==> config.mk <==
export PLATFORM = sky130hd
export DESIGN_NAME = countdown_timer_controller_flat
export DESIGN_NICKNAME = d
export VERILOG_FILES = /design/src/rtl/countdown_timer_controller_pkg.sv /design/src/rtl/countdown_timer_controller_if.sv /design/src/rtl/countdown_timer_controller_tick_enable.sv /design/src/rtl/countdown_timer_controller.sv /design/src/flat_wrapper.sv
export SDC_FILE = /design/constraint.sdc
export NUM_CORES = 1
export LEC_CHECK = 0
export ABC_AREA = 1
export ABC_CLOCK_PERIOD_IN_PS = 1700
export CAP_MARGIN = 20
export CORE_ASPECT_RATIO = 1.75
export CORE_MARGIN = 4
export CORE_UTILIZATION = 56
export CTS_CLUSTER_DIAMETER = 80
export DETAILED_ROUTE_END_ITERATION = 12
export HOLD_SLACK_MARGIN = 0.06
export PLACE_DENSITY_LB_ADDON = 0.3
export SETUP_SLACK_MARGIN = 0.15
export SLEW_MARGIN = 20
export SYNTH_ARGS = -nofsm -noshare
export SYNTH_HDL_FRONTEND = slang
export SYNTH_SLANG_ARGS = --single-unit
==> constraint.sdc <==
create_clock -name CLK_50M -period 1.7 [get_ports CLK_50M]
set_input_delay 0.255 -clock CLK_50M [delete_from_list [all_inputs] [get_ports CLK_50M]]
set_output_delay 0.255 -clock CLK_50M [all_outputs]
set_load 0.01 [all_outputs]
==> src/rtl/countdown_timer_controller_pkg.sv <==
// Shared state codes, constants and preset sanitising helper for the countdown timer.
// Latency: n/a (types, constants and a pure function only).
// Backpressure: n/a.
//
// Contents:
//   state_t           IDLE/RUN/PAUSE/DONE codes (2'd0..2'd3)
//   DEFAULT_TICK_DIV  CLK_50M cycles per count tick at 10 Hz from 50 MHz
//   BCD_MAX           largest legal BCD digit
//   bcd_clamp()       maps any nibble above 9 to 9
package countdown_timer_controller_pkg;

    typedef enum logic [1:0] {
        S_IDLE  = 2'd0,
        S_RUN   = 2'd1,
        S_PAUSE = 2'd2,
        S_DONE  = 2'd3
    } state_t;

    localparam int          DEFAULT_TICK_DIV = 5000000;
    localparam logic [3:0]  BCD_MAX          = 4'd9;

    function automatic logic [3:0] bcd_clamp(input logic [3:0] digit);
        return (digit > BCD_MAX) ? BCD_MAX : digit;
    endfunction

endpackage

==> src/rtl/countdown_timer_controller_if.sv <==
// Button/preset/LED bundle between the board front-end and the countdown timer.
// Latency: n/a (wires only).
// Backpressure: none; buttons are single-cycle pulses, outputs are levels.
//
// Signals:
//   start_pulse, load_pulse        one-cycle button pulses (debounced upstream)
//   preset_tens, preset_units      BCD preset digits
//   LED                            {tens, units} BCD count
//   running, done                  status levels
// Modports: master = button/board side, slave = timer controller.
interface countdown_timer_controller_if;

    logic       start_pulse;
    logic       load_pulse;
    logic [3:0] preset_tens;
    logic [3:0] preset_units;
    logic [7:0] LED;
    logic       running;
    logic       done;

    modport master (
        output start_pulse, load_pulse, preset_tens, preset_units,
        input  LED, running, done
    );

    modport slave (
        input  start_pulse, load_pulse, preset_tens, preset_units,
        output LED, running, done
    );

endinterface

==> src/rtl/countdown_timer_controller_tick_enable.sv <==
// Tick divider: one-cycle tick every TICK_DIV cycles while enabled.
// Latency: first tick TICK_DIV cycles after en rises; tick is combinational from the count.
// Backpressure: none; dropping en clears the count so re-enabling waits a full period.
//
// Ports:
//   CLK_50M  clock, rising edge
//   RST      synchronous active-high reset
//   en       count enable (high only while the timer is running)
//   tick     high for one cycle when the count is at TICK_DIV-1
module module_tick_enable #(
    parameter int TICK_DIV = 5000000,
    parameter int TICK_W   = 23
) (
    input  logic CLK_50M,
    input  logic RST,
    input  logic en,
    output logic tick
);

    localparam logic [TICK_W-1:0] LAST = TICK_W'(TICK_DIV - 1);

    logic [TICK_W-1:0] cnt;

    assign tick = en && (cnt == LAST);

    always_ff @(posedge CLK_50M) begin
        if (RST || !en) begin
            cnt <= '0;
        end else if (cnt == LAST) begin
            cnt <= '0;
        end else begin
            cnt <= cnt + TICK_W'(1);
        end
    end

endmodule

==> src/rtl/countdown_timer_controller.sv <==
// Start/pause/load two-digit BCD countdown timer driving LED = {tens, units}.
// Latency: every LED/state/status update visible 1 cycle after the causing edge; first decrement TICK_DIV cycles after entering RUN.
// Backpressure: none; load_pulse beats start_pulse, and in RUN load beats a coincident tick.
//
// Ports:
//   CLK_50M  clock, rising edge
//   RST      synchronous active-high reset
//   bus      slave modport: start_pulse, load_pulse, preset_tens, preset_units in;
//            LED, running, done out
// Build option: COUNTDOWN_AUTO_RELOAD_EN - reaching 00 reloads the preset and keeps running,
//               with done pulsing for one cycle; DONE is then only reached with a 00 preset.
module countdown_timer_controller
    import countdown_timer_controller_pkg::*;
#(
    parameter int TICK_DIV = DEFAULT_TICK_DIV,
    parameter int TICK_W   = 23
) (
    input  logic                          CLK_50M,
    input  logic                          RST,
    countdown_timer_controller_if.slave   bus
);

    state_t     state;
    logic [3:0] tens;
    logic [3:0] units;
    logic       running_q;
    logic       done_q;
    logic       tick;

    logic [7:0] preset_s;
    logic [3:0] dec_tens;
    logic [3:0] dec_units;
    logic       dec_zero;

    module_tick_enable #(
        .TICK_DIV (TICK_DIV),
        .TICK_W   (TICK_W)
    ) u_tick (
        .CLK_50M (CLK_50M),
        .RST     (RST),
        .en      (state == S_RUN),
        .tick    (tick)
    );

    assign preset_s = {bcd_clamp(bus.preset_tens), bcd_clamp(bus.preset_units)};

    // BCD borrow. RUN is never entered at 00, so tens is non-zero whenever units is 0.
    always_comb begin
        dec_tens  = tens;
        dec_units = units - 4'd1;
        if (units == 4'd0) begin
            dec_units = BCD_MAX;
            dec_tens  = tens - 4'd1;
        end
        dec_zero = (dec_tens == 4'd0) && (dec_units == 4'd0);
    end

    always_ff @(posedge CLK_50M) begin
        if (RST) begin
            state     <= S_IDLE;
            tens      <= 4'd0;
            units     <= 4'd0;
            running_q <= 1'b0;
            done_q    <= 1'b0;
        end else begin
            done_q <= 1'b0;
            case (state)
                S_IDLE: begin
                    if (bus.load_pulse) begin
                        {tens, units} <= preset_s;
                    end else if (bus.start_pulse) begin
                        if ({tens, units} != 8'h00) begin
                            state     <= S_RUN;
                            running_q <= 1'b1;
                        end else begin
                            state  <= S_DONE;
                            done_q <= 1'b1;
                        end
                    end
                end

                S_RUN: begin
                    if (bus.load_pulse) begin
                        {tens, units} <= preset_s;
                        state         <= S_IDLE;
                        running_q     <= 1'b0;
                    end else if (tick && dec_zero) begin
                        // Reaching 00 takes precedence over a coincident start (no pause at 00).
`ifdef COUNTDOWN_AUTO_RELOAD_EN
                        if (preset_s == 8'h00) begin
                            {tens, units} <= 8'h00;
                            state         <= S_DONE;
                            running_q     <= 1'b0;
                        end else begin
                            {tens, units} <= preset_s;
                            if (bus.start_pulse) begin
                                state     <= S_PAUSE;
                                running_q <= 1'b0;
                            end
                        end
                        done_q <= 1'b1;
`else
                        {tens, units} <= 8'h00;
                        state         <= S_DONE;
                        running_q     <= 1'b0;
                        done_q        <= 1'b1;
`endif
                    end else begin
                        if (tick) begin
                            tens  <= dec_tens;
                            units <= dec_units;
                        end
                        if (bus.start_pulse) begin
                            state     <= S_PAUSE;
                            running_q <= 1'b0;
                        end
                    end
                end

                S_PAUSE: begin
                    if (bus.load_pulse) begin
                        {tens, units} <= preset_s;
                        state         <= S_IDLE;
                    end else if (bus.start_pulse) begin
                        state     <= S_RUN;
                        running_q <= 1'b1;
                    end
                end

                S_DONE: begin
                    if (bus.load_pulse) begin
                        {tens, units} <= preset_s;
                        state         <= S_IDLE;
                    end else begin
                        done_q <= 1'b1;
                    end
                end

                default: begin
                    state     <= S_IDLE;
                    running_q <= 1'b0;
                end
            endcase
        end
    end

    assign bus.LED     = {tens, units};
    assign bus.running = running_q;
    assign bus.done    = done_q;

endmodule

==> src/flat_wrapper.sv <==
// flat-port wrapper written by rule: the top's interface ports become plain ports
module countdown_timer_controller_flat import countdown_timer_controller_pkg::*;
#(
    parameter int TICK_DIV = DEFAULT_TICK_DIV,
    parameter int TICK_W   = 23
)
  (CLK_50M, RST, bus_start_pulse, bus_load_pulse, bus_preset_tens, bus_preset_units, bus_LED, bus_running, bus_done);
  countdown_timer_controller_if bus_i ();
  input  logic CLK_50M;
  input  logic RST;
  input wire logic [$bits(bus_i.start_pulse)-1:0] bus_start_pulse;
  input wire logic [$bits(bus_i.load_pulse)-1:0] bus_load_pulse;
  input wire logic [$bits(bus_i.preset_tens)-1:0] bus_preset_tens;
  input wire logic [$bits(bus_i.preset_units)-1:0] bus_preset_units;
  output wire logic [$bits(bus_i.LED)-1:0] bus_LED;
  output wire logic [$bits(bus_i.running)-1:0] bus_running;
  output wire logic [$bits(bus_i.done)-1:0] bus_done;
  assign bus_i.start_pulse = bus_start_pulse;
  assign bus_i.load_pulse = bus_load_pulse;
  assign bus_i.preset_tens = bus_preset_tens;
  assign bus_i.preset_units = bus_preset_units;
  assign bus_LED = bus_i.LED;
  assign bus_running = bus_i.running;
  assign bus_done = bus_i.done;
  countdown_timer_controller #(.TICK_DIV(TICK_DIV), .TICK_W(TICK_W)) u_core (.CLK_50M(CLK_50M), .RST(RST), .bus(bus_i));
endmodule
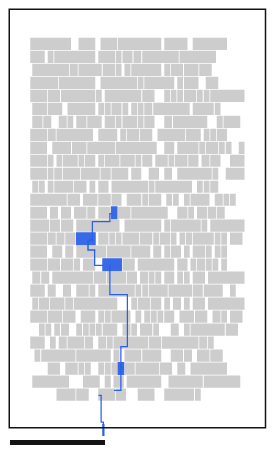
run_1/port_trees.png
Scale bar: 20 um.
- blue: bus_load_pulse (bits 1; direction input; edge bottom; end cells 4; buffers 1; wire 60.8 um)
boundary pin count: 22
count of buffers from port buffering: 21

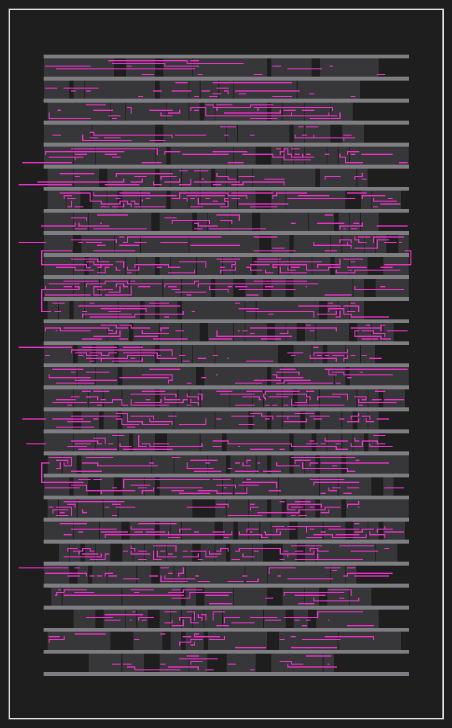
run_1/m1.png
Supply wires on this layer in gray. Cells faint in the background.
- nets with wire on the layer: 349
- longest straight run: 17.0 um
- share of all routed wire: 31%
routed vias: 2,295
final routed wirelength across all metal layers: 6640 um
GR Layer Usage met1: 21.5%

==> flow_metrics.rpt, run 1 <==
PHYSICAL IMPLEMENTATION REPORT
----------------------------------------------------
[Outcome]
  Run status ........................ finished clean

[CTS]
  Number of buffers created by CTS ........................ 5
  Number of buffers between clock root and the deepest sink ........................ 2

[Floorplan]
  Chip area ........................ 4660 um^2
  Die span in x ........................ 53.3 um
  Area of the placeable core ........................ 3430 um^2
  Placement Rows ........................ 28

[Synth]
  Adder and majority gate portion of the synthesized area ........................ 1.86%
  Post-synthesis sequential area ratio ........................ 34.8%
  Fraction of the mapped netlist area in compound gates ........................ 13.9%
  Number of nets produced by synthesis ........................ 302
  Most used standard cells in the synthesized netlist ........................ nand2_1, dfxtp_1, nor2_1
  Distinct cell type count of the synthesized netlist ........................ 33
  Most area-hungry cell type in the Yosys netlist ........................ dfxtp_1
  EDFF count, synth ........................ 0
  Most frequent cell after synthesis ........................ nand2_1
  Main area contributors ........................ dfxtp_1, nand2_1, nor2_1, a21oi_1, inv_1

[Final timing]
  Number of endpoints failing setup at the final stage ........................ 0
  Final critical-path required period ........................ 1.64 ns
  Unrepaired setup endpoints after global routing ........................ yes
  Worst hold margin ........................ 0.464 ns
  Number of max-slew violations in the final report ........................ 0
  Remaining max-slew budget at the tightest pin ........................ 69.7%

[Worst setup path]
  Worst Setup Path Type ........................ reg2reg
  Startpoint types ........................ flop
  Maximum fanout along the worst path ........................ 7
  Count of cells along the worst register-to-register path ........................ 11
  Register-to-register path setup slack ........................ 0.06 ns

[Cells and area]
  Post-layout nets ........................ 367
  Antenna diodes ........................ 0
  Most frequently placed logic cell in the final layout ........................ nand2_1
  Filler cell count ........................ 200

[Global route]
  First-pass GRT wire length ........................ 8980 um
  Number of global-route vias before repair ........................ 2,176
  Initial antenna violation count ........................ 0

[Route]
  DR DRC count ........................ 0
  DR pass1 iterations ........................ 5

----------------------------------------------------
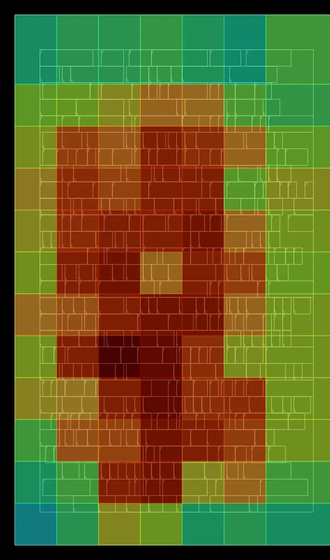
run_1/congestion_map.png
post-layout util: 85.9%
met3 usage: 3.95%
met2 track utilization from global routing: 50.8%

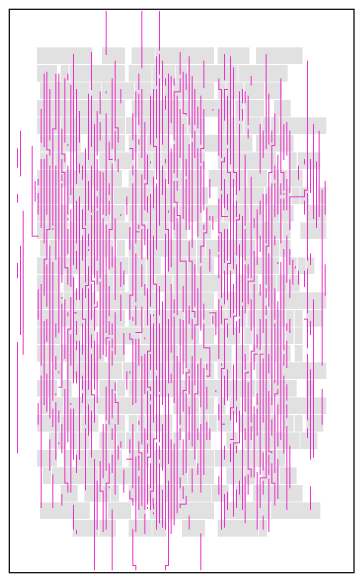
run_1/m2.png
Cells faint in the background.
- wire length on this layer: 3,800 um
- share of all routed wire: 57%
- main direction: vertical
- longest straight run: 45.9 um
- nets with wire on the layer: 329

[run 1: kinds of logic (layout without fill, tap and decap cells)]
group                      after synthesis  count (layout)
xor gates and xnor gates                 7               7
and+or+nand+nor                        156             156
AOI/OAI and AO/OA                       51              51
DFF                                     35              35
buffers and inverters                   35              99
adders and majority gates                3               3
[run 1: what timing repair did]
| action | in CTS | in global routing |
|---|---|---|
| pin swaps | 22 | 32 |
| gates cloned | 0 | 0 |
| hold buffers | 0 | 0 |
| buffers inserted | 15 | 8 |
| setup endpoints to repair | 17 | 24 |
| hold endpoints to repair | 0 | 0 |
| gates resized | 38 | 61 |
[run 1: critical path, stage by stage (launching register included)]
cell and delay (ns):
dfxtp_2 0.33, inv_2 0.04, nor2_1 0.13, nand2_1 0.08, nor2_2 0.16, nand3_2 0.12
nor2_4 0.18, nor2_4 0.08, inv_4 0.12, buf_12 0.13, o21ai_1 0.09, a21oi_2 0.11
[run 1: worst max-delay path by stage]
stage                     startpoint                    end  slack [ns]  cells after the start
6_report       u_core.u_tick.cnt[14]         u_core.tens[0]        0.06                     11
5_1_grt        u_core.u_tick.cnt[14]         u_core.tens[0]       -0.03                     11
4_1_cts         u_core.u_tick.cnt[1]  u_core.u_tick.cnt[20]        0.11                     10
2_1_floorplan   u_core.u_tick.cnt[0]  u_core.u_tick.cnt[20]        0.17                     10
3_3_place_gp          bus_load_pulse        u_core.units[0]        0.05                      7
3_5_place_dp          bus_load_pulse        u_core.state[0]        0.04                      8
[run 1: per-layer routing]
metal  vias to the layer above  global-route usage (%)  share of wire [%]
met2                       106                    50.8                 57
li1                       1077                       -                  -
met4                         0                    21.4                7.7
met3                        43                    3.95                4.0
met5                         -                       0                  0
met1                      1069                    21.5                 31
[run 1: cell type report]
cell class | instances | area (um^2) | area share (%)
clock buffers | 6 | 72.6 | 2.46
multi-input cells | 217 | 1420 | 48.0
flip-flops and latches | 35 | 741 | 25.1
well taps | 45 | 56.3 | 1.91
inverters | 32 | 133 | 4.50
repair buffers | 61 | 531 | 18.0
[run 1: stage by stage]
| stage | setup TNS, ns | setup WS [ns] | std cells | total power (W) | cell area [um^2] |
|---|---|---|---|---|---|
| 6_report | 0 | 0.0613 | 396 | 0.00189 | 2950 |
| 2_1_floorplan | 0 | 0.171 | 287 | 0.00108 | 2020 |
| 5_1_grt | -0.0253 | -0.0253 | 396 | 0.00196 | 2950 |
| 3_3_place_gp | 0 | 0.0514 | 367 | 0.00121 | 2380 |
| 4_1_cts | 0 | 0.107 | 388 | 0.00181 | 2680 |
| 3_5_place_dp | 0 | 0.0394 | 367 | 0.00122 | 2380 |
[run 1: power by group]
group | switching, W | internal, W | leakage (nW)
clock network | 0.000305 | 0.000273 | 0.0371
registers | 0.0000322 | 0.000843 | 0.296
logic | 0.000243 | 0.000197 | 0.764
total | 0.000580 | 0.00131 | 1.10
[run 1: registers in the layout (all words and copies together) (netlist names)]
signal              count
u_core.bus.done         1
u_core.state            2
u_core.tens             4
u_core.units            4
u_core.u_tick.cnt      23
u_core.bus.running      1
==> run 2, diff against run 1 <==
Settings changed: TNS_END_PERCENT set to 5.
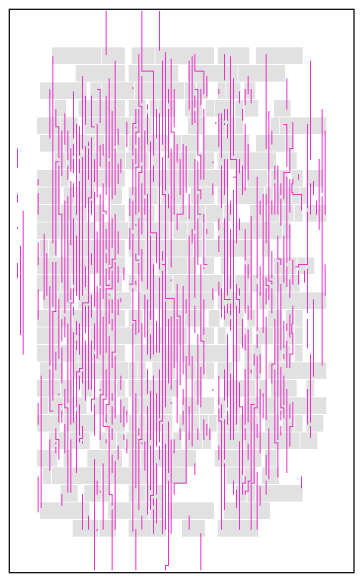
run_2/m2.png
Cells faint in the background.
- main direction: vertical
- wire length on this layer: 3,170 um
- longest straight run: 38.8 um
- nets with wire on the layer: 303
final routed wirelength across all metal layers: 5410 um
met2 track utilization from global routing: 46.3%
routed vias: 2,107

==> flow_metrics.rpt, run 2 <==
PHYSICAL IMPLEMENTATION REPORT
----------------------------------------------------
[Outcome]
  Run status ........................ finished clean (unchanged)

[Final timing]
  Number of endpoints failing setup at the final stage ........................ 0 (unchanged)
  Remaining max-slew budget at the tightest pin ........................ 76.7% (was 69.7%)
  Worst hold margin ........................ 0.459 ns (was 0.464 ns)
  Final critical-path required period ........................ 1.61 ns (was 1.64 ns)
  Number of max-slew violations in the final report ........................ 0 (unchanged)
  Sum of negative setup slack ........................ 0 ns (unchanged)
  Unrepaired setup endpoints after global routing ........................ yes (unchanged)

[Floorplan]
  Area of the placeable core ........................ 3430 um^2 (unchanged)
  Boundary pin count ........................ 22 (unchanged)
  Chip area ........................ 4660 um^2 (unchanged)
  Die span in x ........................ 53.3 um (unchanged)
  Placement Rows ........................ 28 (unchanged)

[Synth]
  Most area-hungry cell type in the Yosys netlist ........................ dfxtp_1 (unchanged)
  Most frequent cell after synthesis ........................ nand2_1 (unchanged)
  Main area contributors ........................ dfxtp_1, nand2_1, nor2_1, a21oi_1, inv_1 (unchanged)
  Number of nets produced by synthesis ........................ 302 (unchanged)
  EDFF count, synth ........................ 0 (unchanged)
  Distinct cell type count of the synthesized netlist ........................ 33 (unchanged)
  Flops out of synthesis ........................ 35 (unchanged)
  Max-area cell share ........................ 34.8% (unchanged)

[Route]
  WL/cell ........................ 14.1 um (was 16.8 um)
  DR DRC count ........................ 0 (unchanged)
  DR pass1 iterations ........................ 5 (unchanged)
  Residual antenna-violating net count after detailed routing ........................ 0 (unchanged)

[Cells and area]
  Reg area ........................ 721 um^2 (was 741 um^2)
  Largest registers in the final layout ........................ u_core.u_tick.cnt x23, u_core.tens x4, u_core.units x4 (unchanged)
  Post-layout nets ........................ 354 (was 367)
  Post-layout util ........................ 77.0% (was 85.9%)
  Most frequently placed logic cell in the final layout ........................ nand2_1 (unchanged)
  Combinational gate area ........................ 1250 um^2 (was 1420 um^2)
  Reg with most FFs ........................ u_core.u_tick.cnt (unchanged)
  Filler cell count ........................ 266 (was 200)
  Antenna diodes ........................ 0 (unchanged)

[Global route]
  Initial antenna violation count ........................ 0 (unchanged)
  Number of global-route vias before repair ........................ 2,044 (was 2,176)
  Overall global routing resource usage ........................ 23.9% (was 26.4%)
  First-pass GRT wire length ........................ 8200 um (was 8980 um)

[CTS]
  Post-CTS Hold Buffers ........................ 0 (unchanged)
  Number of buffers between clock root and the deepest sink ........................ 2 (unchanged)
  Clock root buffer ........................ clkbuf_8 (unchanged)
  Number of buffers created by CTS ........................ 5 (unchanged)

[Worst setup path]
  Startpoint types ........................ flop (unchanged)
  Worst Setup Path Type ........................ reg2reg (unchanged)
  Endpoint class of the critical path ........................ flop (unchanged)
  Maximum fanout along the worst path ........................ 5 (was 7)

[Power]
  Reported leakage power ........................ 0.956 nW (was 1.10 nW)

[Placement]
  Count of buffers from port buffering ........................ 21 (unchanged)

----------------------------------------------------
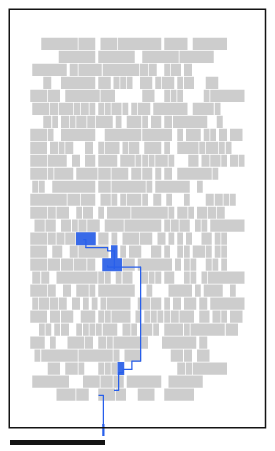
run_2/port_trees.png
Scale bar: 20 um.

## run 2: cell types whose count changed in the layout (fill, tap and decap cells not counted), moves of 4 or more
| cell | before | now |
|---|---|---|
| nor2_1 | 28 | 34 |
| a21oi_1 | 15 | 20 |
| inv_1 | 19 | 23 |
| buf_4 | 36 | 26 |
| a21oi_2 | 8 | 3 |
| dfxtp_2 | 20 | 13 |
| nor2_2 | 8 | 4 |
| dfxtp_1 | 11 | 21 |
## run 2: stage by stage
stage | worst slack [ns] | power [W] | cells | instance area [um^2]
6_report | 0.0866 | 0.00183 | 383 | 2650
5_1_grt | -0.0408 | 0.00191 | 383 | 2650
4_1_cts | 0.0713 | 0.00178 | 379 | 2540
3_5_place_dp | 0.0394 | 0.00122 | 367 | 2380
3_3_place_gp | 0.0514 | 0.00121 | 367 | 2380
2_1_floorplan | 0.171 | 0.00108 | 287 | 2020
## run 2: critical path, stage by stage (launching register included)
cell and delay (ns):
dfxtp_4 0.39, inv_4 0.05, ha_4 0.24, nand3b_1 0.13, nand3_1 0.11, nor2_2 0.17
nand3_4 0.10, a21oi_2 0.16, nand2_1 0.08, a21oi_2 0.13
## run 2: repair_timing
action                     in CTS  in global routing
buffers inserted                6                  4
pin swaps                       6                 17
setup endpoints to repair      17                 27
gates resized                  11                 23
## run 2: area by class of cell
class / instances / share of cell area [%]
sequential: 35 / 27.2
multi-input combinational: 217 / 47.1
tap: 45 / 2.13
clock buffer: 6 / 2.74
inverter: 32 / 4.73
timing repair buffer: 48 / 16.0
## run 2: routing by layer
layer,vias up,global-route usage [%],wire length [um]
li1,1050,-,-
met1,978,19.5,1860
met2,55,46.3,3170
met3,24,3.60,124
met4,0,19.1,253
met5,-,0,0
## run 2: final timing paths
path / cells past startpoint / slack [ns] / start / endpoint
max: 9 / 0.09 / u_core.tens[1] / u_core.state[0]
min: 2 / 0.46 / u_core.bus.running / u_core.bus.running
max reg2reg: 9 / 0.09 / u_core.tens[1] / u_core.state[0]
min reg2reg: 2 / 0.46 / u_core.bus.running / u_core.bus.running
## run 2: power by group
group / switching, W / internal [W] / leakage [nW]
logic: 0.000212 / 0.000174 / 0.628
clock network: 0.000294 / 0.000273 / 0.0371
registers: 0.0000293 / 0.000846 / 0.291
total: 0.000535 / 0.00129 / 0.956
## run 2: cells by family (layout without fill, tap and decap cells)
group / after synthesis / in the layout / synth area share [%]
flip-flops: 35 / 35 / 34.8
adder cells (fa/ha/maj): 3 / 3 / 1.86
AND-OR/OR-AND: 51 / 51 / 13.9
buffers and inverters: 35 / 86 / 7.58
AND/OR/NAND/NOR: 156 / 156 / 38.9
XOR/XNOR: 7 / 7 / 3.04
==> run 3, diff against run 2 <==
Settings changed: CORE_ASPECT_RATIO 1.75 to 1.4.
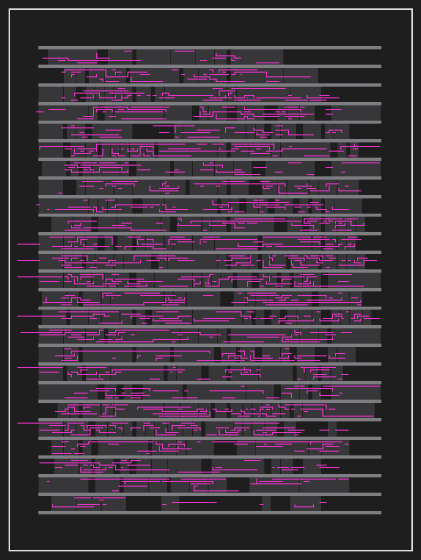
run_3/m1.png
Supply wires on this layer in gray. Cells faint in the background.
- longest straight run: 20.2 um
- nets with wire on the layer: 338
- share of all routed wire: 36%
routed vias: 2,246
GR Layer Usage met1: 23.2%

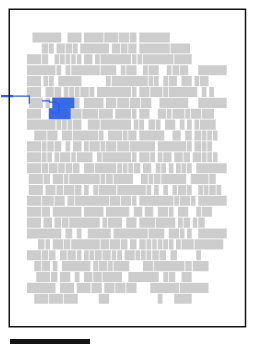
run_3/port_trees.png
Scale bar: 20 um.
- blue: bus_load_pulse (bits 1; direction input; edge left; end cells 4; buffers 1; wire 15.4 um)

==> flow_metrics.rpt, run 3 <==
PHYSICAL IMPLEMENTATION REPORT
----------------------------------------------------
[Cells and area]
  Most frequently placed logic cell in the final layout ........................ nand2_1 (unchanged)
  Post-layout nets ........................ 361 (was 354)
  Largest register FFs ........................ 23 (unchanged)
  Largest registers in the final layout ........................ u_core.u_tick.cnt x23, u_core.tens x4, u_core.units x4 (unchanged)
  Post-Layout Cell Count ........................ 387 (was 383)
  Post-layout util ........................ 81.5% (was 77.0%)
  Antenna diodes ........................ 0 (unchanged)

[Power]
  Sequential share of power ........................ 44.9% (was 47.9%)
  Reported leakage power ........................ 1.02 nW (was 0.956 nW)
  Int Power ........................ 0.00139 W (was 0.00129 W)
  Portion of total power attributed to combinational logic ........................ 20.4% (was 21.1%)
  Relative contribution of the clock network to total power ........................ 34.7% (was 31.0%)
  Switching fraction of total power ........................ 28.1% (was 29.3%)

[Floorplan]
  Boundary pin count ........................ 22 (unchanged)
  Chip area ........................ 4630 um^2 (was 4660 um^2)

[Worst setup path]
  Worst Setup Path Type ........................ reg2reg (unchanged)
  Register-to-register path setup slack ........................ 0.0006 ns (was 0.09 ns)
  Maximum fanout along the worst path ........................ 3 (was 5)
  Endpoint class of the critical path ........................ flop (unchanged)
  Source of the worst register-to-register timing path ........................ u_core.tens[0] (was u_core.tens[1])

[Global route]
  Overall global routing resource usage ........................ 24.2% (was 23.9%)
  Number of global-route vias before repair ........................ 2,213 (was 2,044)

[Placement]
  DP Cell Count ........................ 357 (was 367)
  Pre-CTS setup slack ........................ 0.0464 ns (was 0.0394 ns)

[CTS]
  Number of buffers between clock root and the deepest sink ........................ 2 (unchanged)
  Clock root buffer ........................ clkbuf_8 (unchanged)
  Number of buffers created by CTS ........................ 5 (unchanged)

[Route]
  WL/cell ........................ 14.9 um (was 14.1 um)
  DR pass1 iterations ........................ 4 (was 5)
  Final routed wirelength across all metal layers ........................ 5770 um (was 5410 um)

[Synth]
  EDFF count, synth ........................ 0 (unchanged)
  Most frequent cell after synthesis ........................ nand2_1 (unchanged)
  Flops out of synthesis ........................ 35 (unchanged)
  Most area-hungry cell type in the Yosys netlist ........................ dfxtp_1 (unchanged)
  Post-synthesis sequential area ratio ........................ 34.8% (unchanged)

[Outcome]
  Run status ........................ finished clean (unchanged)

[Final timing]
  Setup slack after layout ........................ 0.000648 ns (was 0.0866 ns)
  Number of max-slew violations in the final report ........................ 0 (unchanged)
  Number of endpoints failing setup at the final stage ........................ 0 (unchanged)
  Remaining max-slew budget at the tightest pin ........................ 74.5% (was 76.7%)

[Worst hold path]
  Worst hold stages ........................ 2 (unchanged)

----------------------------------------------------
run 3: power by group through the flow:
stage | Clock (W) | Combinational (W) | Sequential, W
final | 0.000673 | 0.000395 | 0.000869
after global routing | 0.000727 | 0.000425 | 0.000872
after CTS | 0.000669 | 0.000341 | 0.000872
after detailed placement | 0 | 0.000309 | 0.000889
after global placement | 0 | 0.000304 | 0.000888
after floorplan | 0 | 0.000189 | 0.000893
run 3: per-stage QoR:
step                      TNS, ns  hold WS (ns)
after floorplan                 0         0.324
after global placement          0         0.429
after detailed placement        0         0.436
after CTS                       0         0.443
after global routing       -0.259         0.509
final                           0         0.462
run 3: cell type report:
class / instances / area (um^2)
Timing Repair Buffer: 55 / 482
Clock buffer: 8 / 100
Sequential cell: 35 / 732
Fill cell: 189 / 629
Inverter: 32 / 125
Tap cell: 40 / 50.0
Multi-Input combinational cell: 217 / 1290
run 3: logic make-up after synthesis:
logic type      after synthesis  synth area share [%]
simple gates                156                  38.9
compound gates               51                  13.9
xor+xnor                      7                  3.04
fa+ha+maj                     3                  1.86
buf+inv                      35                  7.58
flops                        35                  34.8
run 3: worst max-delay path, cell delays in order (launching register included):
cell      delay, ns
dfxtp_4        0.37
inv_2          0.06
ha_1           0.29
nand3b_1       0.17
nand3_2        0.11
nor2_4         0.18
nand3_4        0.11
buf_4          0.16
nand3_1        0.07
a21oi_1        0.06
run 3: layer usage:
metal | global-route usage, % | wire [um] | up-vias
met5 | 0 | 0 | -
met4 | 15.0 | 238 | 0
met3 | 5.53 | 261 | 27
met2 | 44.9 | 3180 | 101
met1 | 23.2 | 2080 | 1056
li1 | - | - | 1062
run 3: worst paths after layout:
| check | to |
|---|---|
| max | u_core.tens[1] |
| min | u_core.bus.running |
| max reg2reg | u_core.tens[1] |
| min reg2reg | u_core.bus.running |
run 3: repair_timing:
item / CTS / global route
endpoints found under the setup margin: 13 / 29
resized: 21 / 29
gates cloned: 0 / 0
pin swaps: 15 / 13
buffers inserted: 13 / 9
Power and IR drop assume default switching activity.
